==> run_1/drive_strength.png <==
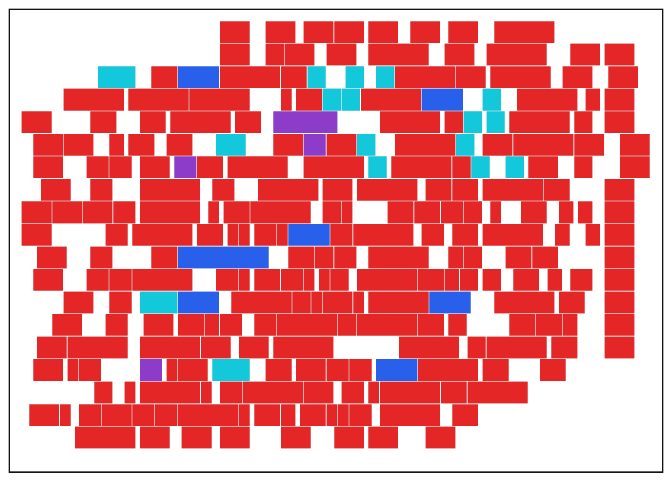
==> run_1/final_clocks.png <==
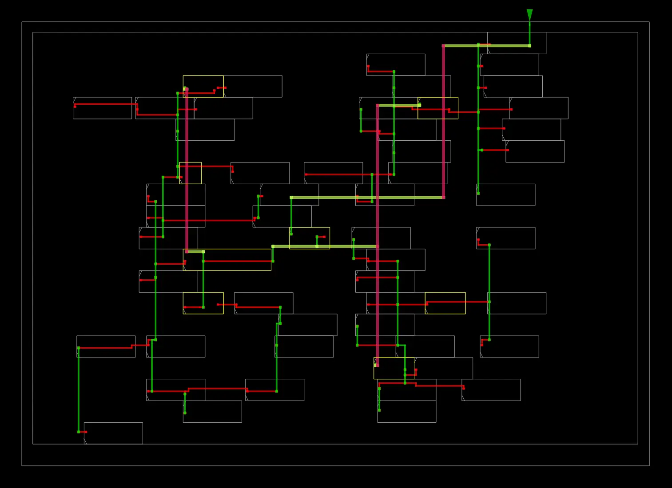
==> run_1/clock_map.png <==
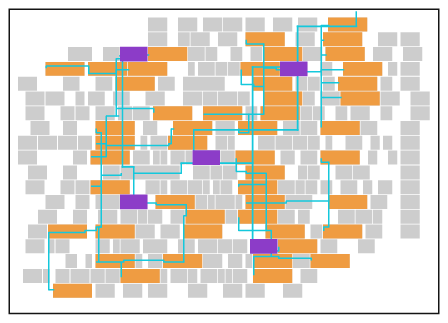
`src/rtl/mips_defs.sv`:
```
// ---------------------------------------------------------------------------
// mips_defs
// Shared opcode, funct and forwarding-select constants for the pipeline
// control blocks (op_stage_pipe, hazard_unit, controlpath), plus small
// opcode-classification helpers.
// No ports (package).
// ---------------------------------------------------------------------------
package mips_defs;

    // Primary opcodes (MIPS encoding)
    localparam logic [5:0] OP_R      = 6'h00;
    localparam logic [5:0] OP_J      = 6'h02;
    localparam logic [5:0] OP_BEQ    = 6'h04;
    localparam logic [5:0] OP_ADDI   = 6'h08;
    localparam logic [5:0] OP_LW     = 6'h23;
    localparam logic [5:0] OP_SW     = 6'h2B;

    // Opcode used for pipeline bubbles; decodes as none of the above
    localparam logic [5:0] BUBBLE_OP = 6'h3F;

    // R-type funct for add
    localparam logic [5:0] FUNCT_ADD = 6'h20;

    // ALU operand forwarding selects
    localparam logic [1:0] FWD_RF    = 2'b00;
    localparam logic [1:0] FWD_MEM   = 2'b01;
    localparam logic [1:0] FWD_WB    = 2'b10;

    // Result is available at the end of EX, so it can be forwarded from MEM
    function automatic logic is_alu_writer(input logic [5:0] op_in);
        return (op_in == OP_R) || (op_in == OP_ADDI);
    endfunction

    // Instruction writes the register file in WB (loads included)
    function automatic logic is_reg_writer(input logic [5:0] op_in);
        return (op_in == OP_R) || (op_in == OP_ADDI) || (op_in == OP_LW);
    endfunction

endpackage

```
`src/rtl/hazard_unit.sv`:
```
// ---------------------------------------------------------------------------
// hazard_unit
// Combinational hazard detection and forwarding select generation.
// Ports:
//   op_ex/rs_ex/rt_ex/dst_ex  EX-stage instruction identity
//   op_mem/dst_mem            MEM-stage opcode and destination
//   op_wb/dst_wb              WB-stage opcode and destination
//   id_rs/id_rt               source registers of the instruction in decode
//   zero                      ALU zero flag of the EX instruction
//   stall                     load-use hazard: hold PC and IF/ID
//   flush                     taken branch: squash IF/ID
//   fwd_a/fwd_b               operand A/B forwarding selects
// ---------------------------------------------------------------------------
module hazard_unit
    import mips_defs::*;
#(
    parameter int OPW = 6,
    parameter int RW  = 5
) (
    input  logic [OPW-1:0] op_ex,
    input  logic [RW-1:0]  rs_ex,
    input  logic [RW-1:0]  rt_ex,
    input  logic [RW-1:0]  dst_ex,
    input  logic [OPW-1:0] op_mem,
    input  logic [RW-1:0]  dst_mem,
    input  logic [OPW-1:0] op_wb,
    input  logic [RW-1:0]  dst_wb,
    input  logic [RW-1:0]  id_rs,
    input  logic [RW-1:0]  id_rt,
    input  logic           zero,
    output logic           stall,
    output logic           flush,
    output logic [1:0]     fwd_a,
    output logic [1:0]     fwd_b
);

    logic taken_s;
    logic load_use_s;
    logic mem_src_s;
    logic wb_src_s;

    // Branch resolution and load-use detection against the decode operands
    always_comb begin
        taken_s    = (op_ex == OP_BEQ) && zero;
        load_use_s = (op_ex == OP_LW) && (dst_ex != {RW{1'b0}}) &&
                     ((dst_ex == id_rs) || (dst_ex == id_rt));
    end

    // A squashed instruction cannot be stalled, so a taken branch masks the stall
    always_comb begin
        flush = taken_s;
        if (taken_s) begin
            stall = 1'b0;
        end else begin
            stall = load_use_s;
        end
    end

    // Qualify MEM/WB as forwarding sources; a load in MEM is excluded because
    // its data is not ready yet (the load-use stall covers that case)
    always_comb begin
        mem_src_s = is_alu_writer(op_mem) && (dst_mem != {RW{1'b0}});
        wb_src_s  = is_reg_writer(op_wb)  && (dst_wb  != {RW{1'b0}});
    end

    // Operand A select, MEM has priority over WB (newer value)
    always_comb begin
        if (mem_src_s && (dst_mem == rs_ex)) begin
            fwd_a = FWD_MEM;
        end else if (wb_src_s && (dst_wb == rs_ex)) begin
            fwd_a = FWD_WB;
        end else begin
            fwd_a = FWD_RF;
        end
    end

    // Operand B select, same priority as operand A
    always_comb begin
        if (mem_src_s && (dst_mem == rt_ex)) begin
            fwd_b = FWD_MEM;
        end else if (wb_src_s && (dst_wb == rt_ex)) begin
            fwd_b = FWD_WB;
        end else begin
            fwd_b = FWD_RF;
        end
    end

endmodule

```
`src/rtl/op_stage_pipe.sv`:
```
// ---------------------------------------------------------------------------
// op_stage_pipe
// Carries decoded instruction identity from decode through EX, MEM and WB,
// inserts bubbles for load-use hazards and taken branches, and produces the
// ALU operand forwarding selects.
// Ports:
//   clk, rst                    clock, synchronous active-high reset
//   id_op/id_funct/id_rs/id_rt/id_rd  decode-stage instruction fields
//   zero                        ALU zero flag of the EX instruction
//   op/funct                    EX-stage opcode and funct
//   op_mem, op_wb, dst_wb       MEM/WB opcodes, WB destination
//   stall, flush                hazard controls for fetch/decode
//   fwd_a, fwd_b                operand forwarding selects
// ---------------------------------------------------------------------------
module op_stage_pipe #(
    parameter int             OPW       = 6,
    parameter int             RW        = 5,
    parameter logic [OPW-1:0] BUBBLE_OP = 6'b111111
) (
    input  logic           clk,
    input  logic           rst,
    input  logic [OPW-1:0] id_op,
    input  logic [OPW-1:0] id_funct,
    input  logic [RW-1:0]  id_rs,
    input  logic [RW-1:0]  id_rt,
    input  logic [RW-1:0]  id_rd,
    input  logic           zero,
    output logic [OPW-1:0] op,
    output logic [OPW-1:0] funct,
    output logic [OPW-1:0] op_mem,
    output logic [OPW-1:0] op_wb,
    output logic [RW-1:0]  dst_wb,
    output logic           stall,
    output logic           flush,
    output logic [1:0]     fwd_a,
    output logic [1:0]     fwd_b
);

    logic [OPW-1:0] op_ex_r;
    logic [OPW-1:0] funct_ex_r;
    logic [RW-1:0]  rs_ex_r;
    logic [RW-1:0]  rt_ex_r;
    logic [RW-1:0]  dst_ex_r;
    logic [OPW-1:0] op_mem_r;
    logic [RW-1:0]  dst_mem_r;
    logic [OPW-1:0] op_wb_r;
    logic [RW-1:0]  dst_wb_r;

    logic [RW-1:0]  id_dst_s;
    logic           stall_s;
    logic           flush_s;

    // Destination register selected in decode; non-writers carry 0
    always_comb begin
        id_dst_s = {RW{1'b0}};
        case (id_op)
            mips_defs::OP_R:    id_dst_s = id_rd;
            mips_defs::OP_ADDI: id_dst_s = id_rt;
            mips_defs::OP_LW:   id_dst_s = id_rt;
            default:            id_dst_s = {RW{1'b0}};
        endcase
    end

    // EX stage register: loads a bubble on stall or taken branch
    always_ff @(posedge clk) begin
        if (rst) begin
            op_ex_r    <= BUBBLE_OP;
            funct_ex_r <= {OPW{1'b0}};
            rs_ex_r    <= {RW{1'b0}};
            rt_ex_r    <= {RW{1'b0}};
            dst_ex_r   <= {RW{1'b0}};
        end else if (stall_s || flush_s) begin
            op_ex_r    <= BUBBLE_OP;
            funct_ex_r <= {OPW{1'b0}};
            rs_ex_r    <= {RW{1'b0}};
            rt_ex_r    <= {RW{1'b0}};
            dst_ex_r   <= {RW{1'b0}};
        end else begin
            op_ex_r    <= id_op;
            funct_ex_r <= id_funct;
            rs_ex_r    <= id_rs;
            rt_ex_r    <= id_rt;
            dst_ex_r   <= id_dst_s;
        end
    end

    // MEM and WB stage registers always advance
    always_ff @(posedge clk) begin
        if (rst) begin
            op_mem_r  <= BUBBLE_OP;
            dst_mem_r <= {RW{1'b0}};
            op_wb_r   <= BUBBLE_OP;
            dst_wb_r  <= {RW{1'b0}};
        end else begin
            op_mem_r  <= op_ex_r;
            dst_mem_r <= dst_ex_r;
            op_wb_r   <= op_mem_r;
            dst_wb_r  <= dst_mem_r;
        end
    end

    hazard_unit #(
        .OPW (OPW),
        .RW  (RW)
    ) u_hazard (
        .op_ex   (op_ex_r),
        .rs_ex   (rs_ex_r),
        .rt_ex   (rt_ex_r),
        .dst_ex  (dst_ex_r),
        .op_mem  (op_mem_r),
        .dst_mem (dst_mem_r),
        .op_wb   (op_wb_r),
        .dst_wb  (dst_wb_r),
        .id_rs   (id_rs),
        .id_rt   (id_rt),
        .zero    (zero),
        .stall   (stall_s),
        .flush   (flush_s),
        .fwd_a   (fwd_a),
        .fwd_b   (fwd_b)
    );

    assign op     = op_ex_r;
    assign funct  = funct_ex_r;
    assign op_mem = op_mem_r;
    assign op_wb  = op_wb_r;
    assign dst_wb = dst_wb_r;
    assign stall  = stall_s;
    assign flush  = flush_s;

endmodule

```
`config.mk`:
```
export PLATFORM = sky130hd
export DESIGN_NAME = op_stage_pipe
export DESIGN_NICKNAME = d
export VERILOG_FILES = /design/src/rtl/mips_defs.sv /design/src/rtl/hazard_unit.sv /design/src/rtl/op_stage_pipe.sv
export SDC_FILE = /design/constraint.sdc
export NUM_CORES = 1
export LEC_CHECK = 0
export CORE_ASPECT_RATIO = 0.7
export CORE_UTILIZATION = 49
export CTS_CLUSTER_DIAMETER = 40
export DETAILED_ROUTE_END_ITERATION = 8
export PLACE_DENSITY = 0.95
export SETUP_SLACK_MARGIN = 0.3
export SLEW_MARGIN = 20
export SYNTH_ARGS = -nofsm -noshare
export SYNTH_HDL_FRONTEND = slang
export SYNTH_SLANG_ARGS = --single-unit
export TNS_END_PERCENT = 10
```
`constraint.sdc`:
```
create_clock -name clk -period 4.65 [get_ports clk]
set_input_delay 0.6975 -clock clk [delete_from_list [all_inputs] [get_ports clk]]
set_output_delay 0.6975 -clock clk [all_outputs]
set_load 0.005 [all_outputs]
```
==> results.txt, run 1 <==
result of the run = completed
die extent in y = 55.7 um
launching element type of the critical path = input port
Lkg Pwr = 1.09 nW
number of rows in the core area = 19
WP data arrival = 2.37 ns
number of instances on the worst hold path = 1
DR vias/cell = 5.16
Layout Area Growth over Synthesis = 38.4%
total of endpoints with negative setup slack in the final report = 0
Top delay family on crit path = buffers and inverters
total via count after detailed routing = 1615
source of the critical timing path = id_rt[0]
number of nets still failing antenna checks after routing = 0
Most common cell on crit path = sky130_fd_sc_hd__clkdlybuf4s50_1
Register-to-Register Path Depth = 5
chip area from the yosys synthesis statistics = 2020 um2
unrepaired setup endpoints after global routing = no
number of design rule violations left after detail routing = 0
Critical Path Slowest Stage Cell = sky130_fd_sc_hd__clkdlybuf4s50_1
fraction of power consumed by sequential logic = 52.7%
pin count of the biggest net entering global routing = 29
number of buffer and inverter stages on the critical path = 2
core area = 3920 um2
Critical R2R Capture = op[5]
hold slack = 0.466 ns
peak fanout along the critical path = 3
most frequent standard cell in the layout excluding fill and tap cells = sky130_fd_sc_hd__clkdlybuf4s50_1
main combinational cell family by area after synthesis = simple AND/OR/NAND/NOR gates
critical path endpoint category = output port
stage-log warning count = 26
tally of unique sky130hd cells used after synthesis = 31
cell area after layout = 2800 um2
Inserted Diodes = 0
worst min-delay path category = register to register
power per cell area = 303 nW/um2
Cell area leaders = sky130_fd_sc_hd__dfxtp_1 49%, sky130_fd_sc_hd__xnor2_1 8.7%, sky130_fd_sc_hd__a211oi_1 7.4%, sky130_fd_sc_hd__xor2_1 4.3%, sky130_fd_sc_hd__or2_2 4.0%
reg-to-reg startpoint = dst_ex_r[1]
vias in the first global route = 1523
post-synthesis mux area share = 0%
total placed cells including tap cells = 305
switching power = 0.000181 W
Yosys warnings = 0
CTS tree = done
logic depth of the worst path, buffers included = 6
post_cts resized = 0
most numerous logic cells after layout = 64 x sky130_fd_sc_hd__clkdlybuf4s50_1, 49 x sky130_fd_sc_hd__dfxtp_1, 20 x sky130_fd_sc_hd__xnor2_1, 20 x sky130_fd_sc_hd__a211oi_1, 17 x sky130_fd_sc_hd__inv_1
Max Clk Rate = 326 MHz
simple-gate area share of the yosys netlist = 17.5%
final critical path time including I/O delays and setup = 3.07 ns
compound-cell area share of the yosys netlist = 14.5%
slew at the pin closest to its max-slew limit = 0.645 ns
Tcrit/Tclk final = 66.0%
register clock-pin slew on the reported worst setup and hold paths = 0.08 ns
wire length reported by the detailed router = 4.31 mm
routed length per instance = 13.8 um
total number of H-tree levels = 2
Seq/Total Area, Yosys = 48.6%
Initial DRC Count = 43
width of the die = 78.7 um
internal portion of total power = 0.000665 W
post-synthesis cell count from yosys = 196
setup skew after layout = 0.00434 ns
Notes on drive_strength.png above:
drive 6 and up -> blue  # cells 7, share 2.7%, most used clkbuf_8
drive 3 to 4 -> purple  # cells 4, share 1.5%, most used buf_4
drive 1 or less -> red  # cells 233, share 89%, most used clkdlybuf4s50_1
drive 2 -> cyan  # cells 17, share 6.5%, most used or2_2

Notes on final_clocks.png above:
number of buffers created by CTS: 5
Late-Pin Clk Latency: 0.30 ns
total of clock buffers placed in the layout: 6

Notes on clock_map.png above:
clock wires -> cyan  # length 488 um
flip-flops -> orange  # count 49
cells driving clock nets -> purple  # count 5
routed clock nets = 6

## run 1: Yosys cell counts, drive strengths merged
cell type  number
a211oi         22
buf             5
nor3            6
a22oi           5
nand2           2
or3             1
dfxtp          49
nor2            2
nor2b          10
inv            17
xor2           10
nand4b          2
and3            1
or4b            1
clkbuf          4
nand3           6
a211o           6
nor4b           1
and4b           1
nor4            4
xnor2          20
o22ai           2
or2            13
or4             4
o211ai          1
and2            1
## run 1: per-stage QoR
stage               setup slack, ns  power (W)  util, %
detailed placement             1.65   0.000546     68.2
floorplan                      2.23   0.000493        -
CTS                            1.54   0.000852     71.3
global route                   1.51   0.000877     71.3
finish                         1.58   0.000846     71.3
global placement               1.70   0.000544     68.2
## run 1: power groups by stage
stage	Clock [W]	Sequential, W	Combinational, W
after floorplan	0	0.000454	0.0000390
final	0.000309	0.000446	0.0000914
after detailed placement	0	0.000456	0.0000907
after global routing	0.000331	0.000448	0.0000992
after CTS	0.000315	0.000446	0.0000918
after global placement	0	0.000455	0.0000884
## run 1: cell type report
type	instances	area, um2
flip-flops and latches	49	981
clock buffers	6	82.6
clock inverters	2	37.5
repair buffers	66	656
inverters	17	63.8
multi-input cells	121	910
fillers	303	1130
well taps	52	65.1
## run 1: logic make-up (layout without fill, tap and decap cells)
group	after synthesis	in the layout
simple gates	55	55
compound gates	36	36
xor+xnor	30	30
flops	49	49
buf+inv	26	91
## run 1: state kept, by name, indices dropped and copies added, names as in the netlist
name and flops:
funct 6, op 6, op_mem 6, op_wb 6, dst_ex_r 5, dst_mem_r 5
dst_wb 5, rs_ex_r 5, rt_ex_r 5
## run 1: per-layer routing
metal  up-vias  GRT usage, %  part of all wire [%]
li1        808             -                     -
met1       749          26.7                    46
met2        51          33.9                    47
met3         7          5.41                   5.3
met4         0          9.52                   1.7
met5         -             0                     0
==> run 2: changes to the inputs <==
Settings changed: CORE_UTILIZATION 49 to 45, PLACE_DENSITY 0.95 to 0.9.
Clock period 4.65 ns to 2.9 ns, I/O delays scaled along.
==> run_2/drive_strength.png <==
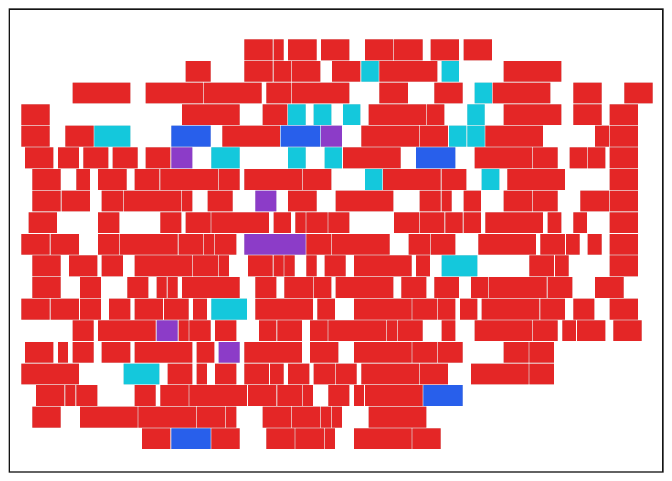
drive 3 to 4 -> purple  # cells 6, share 2.3%, most used buf_4
drive 1 or less -> red  # cells 233, share 89%, most used clkdlybuf4s50_1
drive 6 and up -> blue  # cells 5, share 1.9%, most used clkbuf_8
drive 2 -> cyan  # cells 18, share 6.9%, most used or2_2

==> run_2/cell_classes.png <==
The bar under the picture is 20 um long.
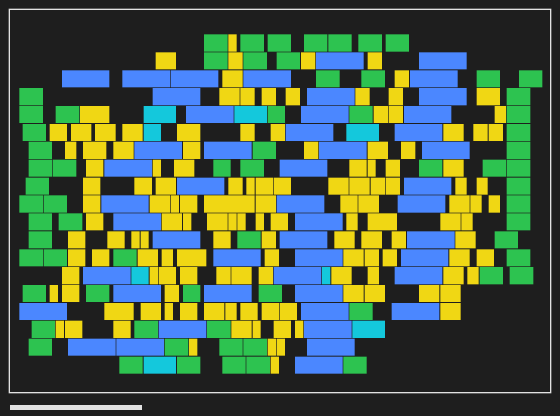
all other logic -> yellow  # cells 138, share of their area 36%
other buffers and delay cells -> green  # cells 67, share of their area 24%
clock drivers and dummy loads -> cyan  # cells 8, share of their area 3.2%
flops -> blue  # cells 49, share of their area 36%

==> run 2 against run 1 <==
Die size increased by 8.6%. Worst setup slack lost 1.4 ns. Final cell count rose by 0.32%. Global-route usage decreased by 1.9 points. Combinational power increased by 61%. Sequential cell count stayed put. Critical path depth down 1. Clock power grew 26%. Area after synthesis is the same. Utilization fell by 3.8 points. Final area shrank 0.67%. Critical endpoint is now fwd_b[1]. Register-to-register slack worse by 1.7 ns.
==> results.txt, run 2 <==
accumulated negative setup slack = 0 ns
WP data arrival = 2.26 ns
Synth top cell by count = sky130_fd_sc_hd__dfxtp_1
end-of-flow core utilization = 67.5%
async set or reset register ratio after synthesis = 0%
Reg area = 981 um2
Yosys warnings = 0
Cell area leaders = sky130_fd_sc_hd__dfxtp_1 49%, sky130_fd_sc_hd__xnor2_1 8.7%, sky130_fd_sc_hd__a211oi_1 7.4%, sky130_fd_sc_hd__xor2_1 4.3%, sky130_fd_sc_hd__or2_2 4.0%
Inserted Diodes = 0
CTS tree = done
fillers = 334
final critical path time including I/O delays and setup = 2.69 ns
met1 track demand over resource in global routing = 25.4%
DR vias/cell = 4.96
switching power = 0.000293 W
Critical Setup Path Class = register to output port
number of enable-type register cells in the synthesized netlist = 0
fraction of power consumed by sequential logic = 57.2%
Layout Area Growth over Synthesis = 37.5%
Top-Level Pins = 65
total number of H-tree levels = 2
commonest cells in the netlist = 49 x sky130_fd_sc_hd__dfxtp_1, 20 x sky130_fd_sc_hd__a211oi_1, 20 x sky130_fd_sc_hd__xnor2_1, 17 x sky130_fd_sc_hd__inv_1, 13 x sky130_fd_sc_hd__or2_2
Seq/Total Area, Yosys = 48.6%
chip area from the yosys synthesis statistics = 2020 um2
number of instances on the worst hold path = 1
most congested layer reported by global routing = met2
slew at the pin closest to its max-slew limit = 0.521 ns
overall overflow remaining after global route = 0
register clock-pin slew on the reported worst setup and hold paths = 0.08 ns
unrepaired setup endpoints after global routing = yes
Initial DRC Count = 27
post-cts hold-fix buffer tally = 0
combinational cell area excluding buffers and inverters = 916 um2
peak fanout along the critical path = 4
Tcrit/Tclk final = 92.9%
global routing usage on met3 = 8.03%
most used flip-flop cell after synthesis = sky130_fd_sc_hd__dfxtp_1
sum of internal, switching and leakage power = 0.00125 W
number of nets still failing antenna checks after routing = 0
number of rows in the core area = 19
Register-to-Register Path Depth = 5
internal portion of total power = 0.000957 W
Total GRT Usage = 19.2%
post_cts resized = 0
core area = 4110 um2
critical path endpoint category = output port
hold slack = 0.464 ns
post-synthesis cell count from yosys = 196
final worst slack = 0.206 ns
Late-Pin Clk Latency = 0.30 ns
launching element type of the critical path = register
pin count of the biggest net entering global routing = 28
total of endpoints with negative setup slack in the final report = 0
number of buffers created by CTS = 5
setup skew after layout = 0.00670 ns
result of the run = completed
tally of unique sky130hd cells used after synthesis = 31
Lkg Pwr = 1.07 nW
cell area after layout = 2780 um2
most numerous logic cells after layout = 64 x sky130_fd_sc_hd__clkdlybuf4s50_1, 49 x sky130_fd_sc_hd__dfxtp_1, 20 x sky130_fd_sc_hd__xnor2_1, 20 x sky130_fd_sc_hd__a211oi_1, 17 x sky130_fd_sc_hd__inv_1
number of design rule violations left after detail routing = 0
power per cell area = 450 nW/um2
VDD IR-drop max = 0.000325 V
routed length per instance = 13.4 um
vias in the first global route = 1377
wire length reported by the detailed router = 4.20 mm
die extent in y = 58.1 um
total placed cells including tap cells = 306
stage-log warning count = 28
total via count after detailed routing = 1556
most frequent standard cell in the layout excluding fill and tap cells = sky130_fd_sc_hd__clkdlybuf4s50_1
width of the die = 82.1 um
Max Clk Rate = 371 MHz
M2 GR Usage = 29.0%
worst min-delay path category = register to register
part of the total power dissipated in combinational logic = 11.8%
Place WS = 0.448 ns
==> run_2/final_clocks.png <==
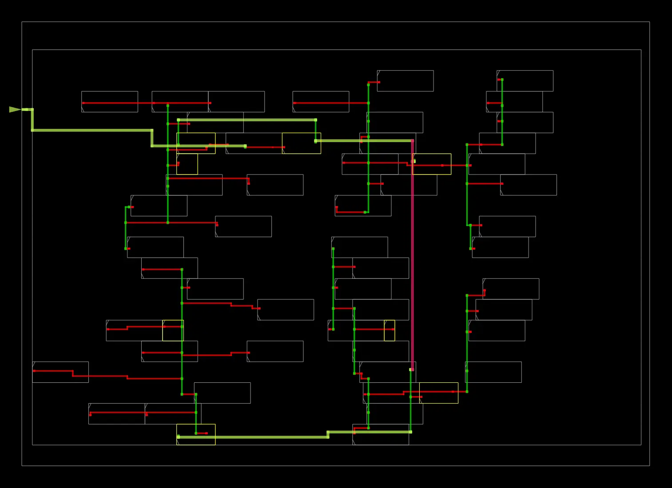
CTS Sinks: 49
power consumed by the clock network: 0.000388 W

==> run 2: cell counts after synthesis <==
Identical to the previous run, type by type.
==> run 2: power by group through the flow <==
stage                     clock (W)  sequential, W  combinational [W]
after global placement            0       0.000731           0.000143
after floorplan                   0       0.000728          0.0000625
after detailed placement          0       0.000731           0.000146
after global routing       0.000428       0.000718           0.000160
final                      0.000388       0.000715           0.000147
after CTS                  0.000398       0.000715           0.000147
==> run 2: worst max-delay path, cell delays in order (launching register included) <==
cell	delay (ns)
sky130_fd_sc_hd__dfxtp_1	0.35
sky130_fd_sc_hd__or4_1	0.52
sky130_fd_sc_hd__o211ai_1	0.25
sky130_fd_sc_hd__nor4_1	0.13
sky130_fd_sc_hd__nor3_1	0.19
sky130_fd_sc_hd__clkdlybuf4s50_1	0.52
==> run 2: area by class of cell <==
cell class	count	share of cell area, %
Sequential cell	49	35.3
Multi-Input combinational cell	121	33.0
Inverter	17	2.30
Clock inverter	2	0.541
Timing Repair Buffer	67	23.9
Tap cell	52	2.34
Clock buffer	6	2.61
==> run 2: final timing paths <==
kind,from,end,slack [ns]
max,dst_mem_r[0],fwd_b[1],0.21
max reg2reg,dst_ex_r[2],op[5],1.09
min reg2reg,op_mem[3],op_wb[3],0.46
min,op_mem[3],op_wb[3],0.46
==> run 2: kinds of logic after synthesis <==
group           count (synthesis)  synth area share [%]
xor+xnor                       30                  13.0
compound gates                 36                  14.5
simple gates                   55                  17.5
flops                          49                  48.6
buf+inv                        26                  6.38
==> run 2: per-layer routing <==
layer	wire, um	vias up
li1	-	811
met1	2010	690
met2	1860	52
met3	294	3
met4	29	0
met5	0	-
Power is estimated from default activity; no workload was simulated.
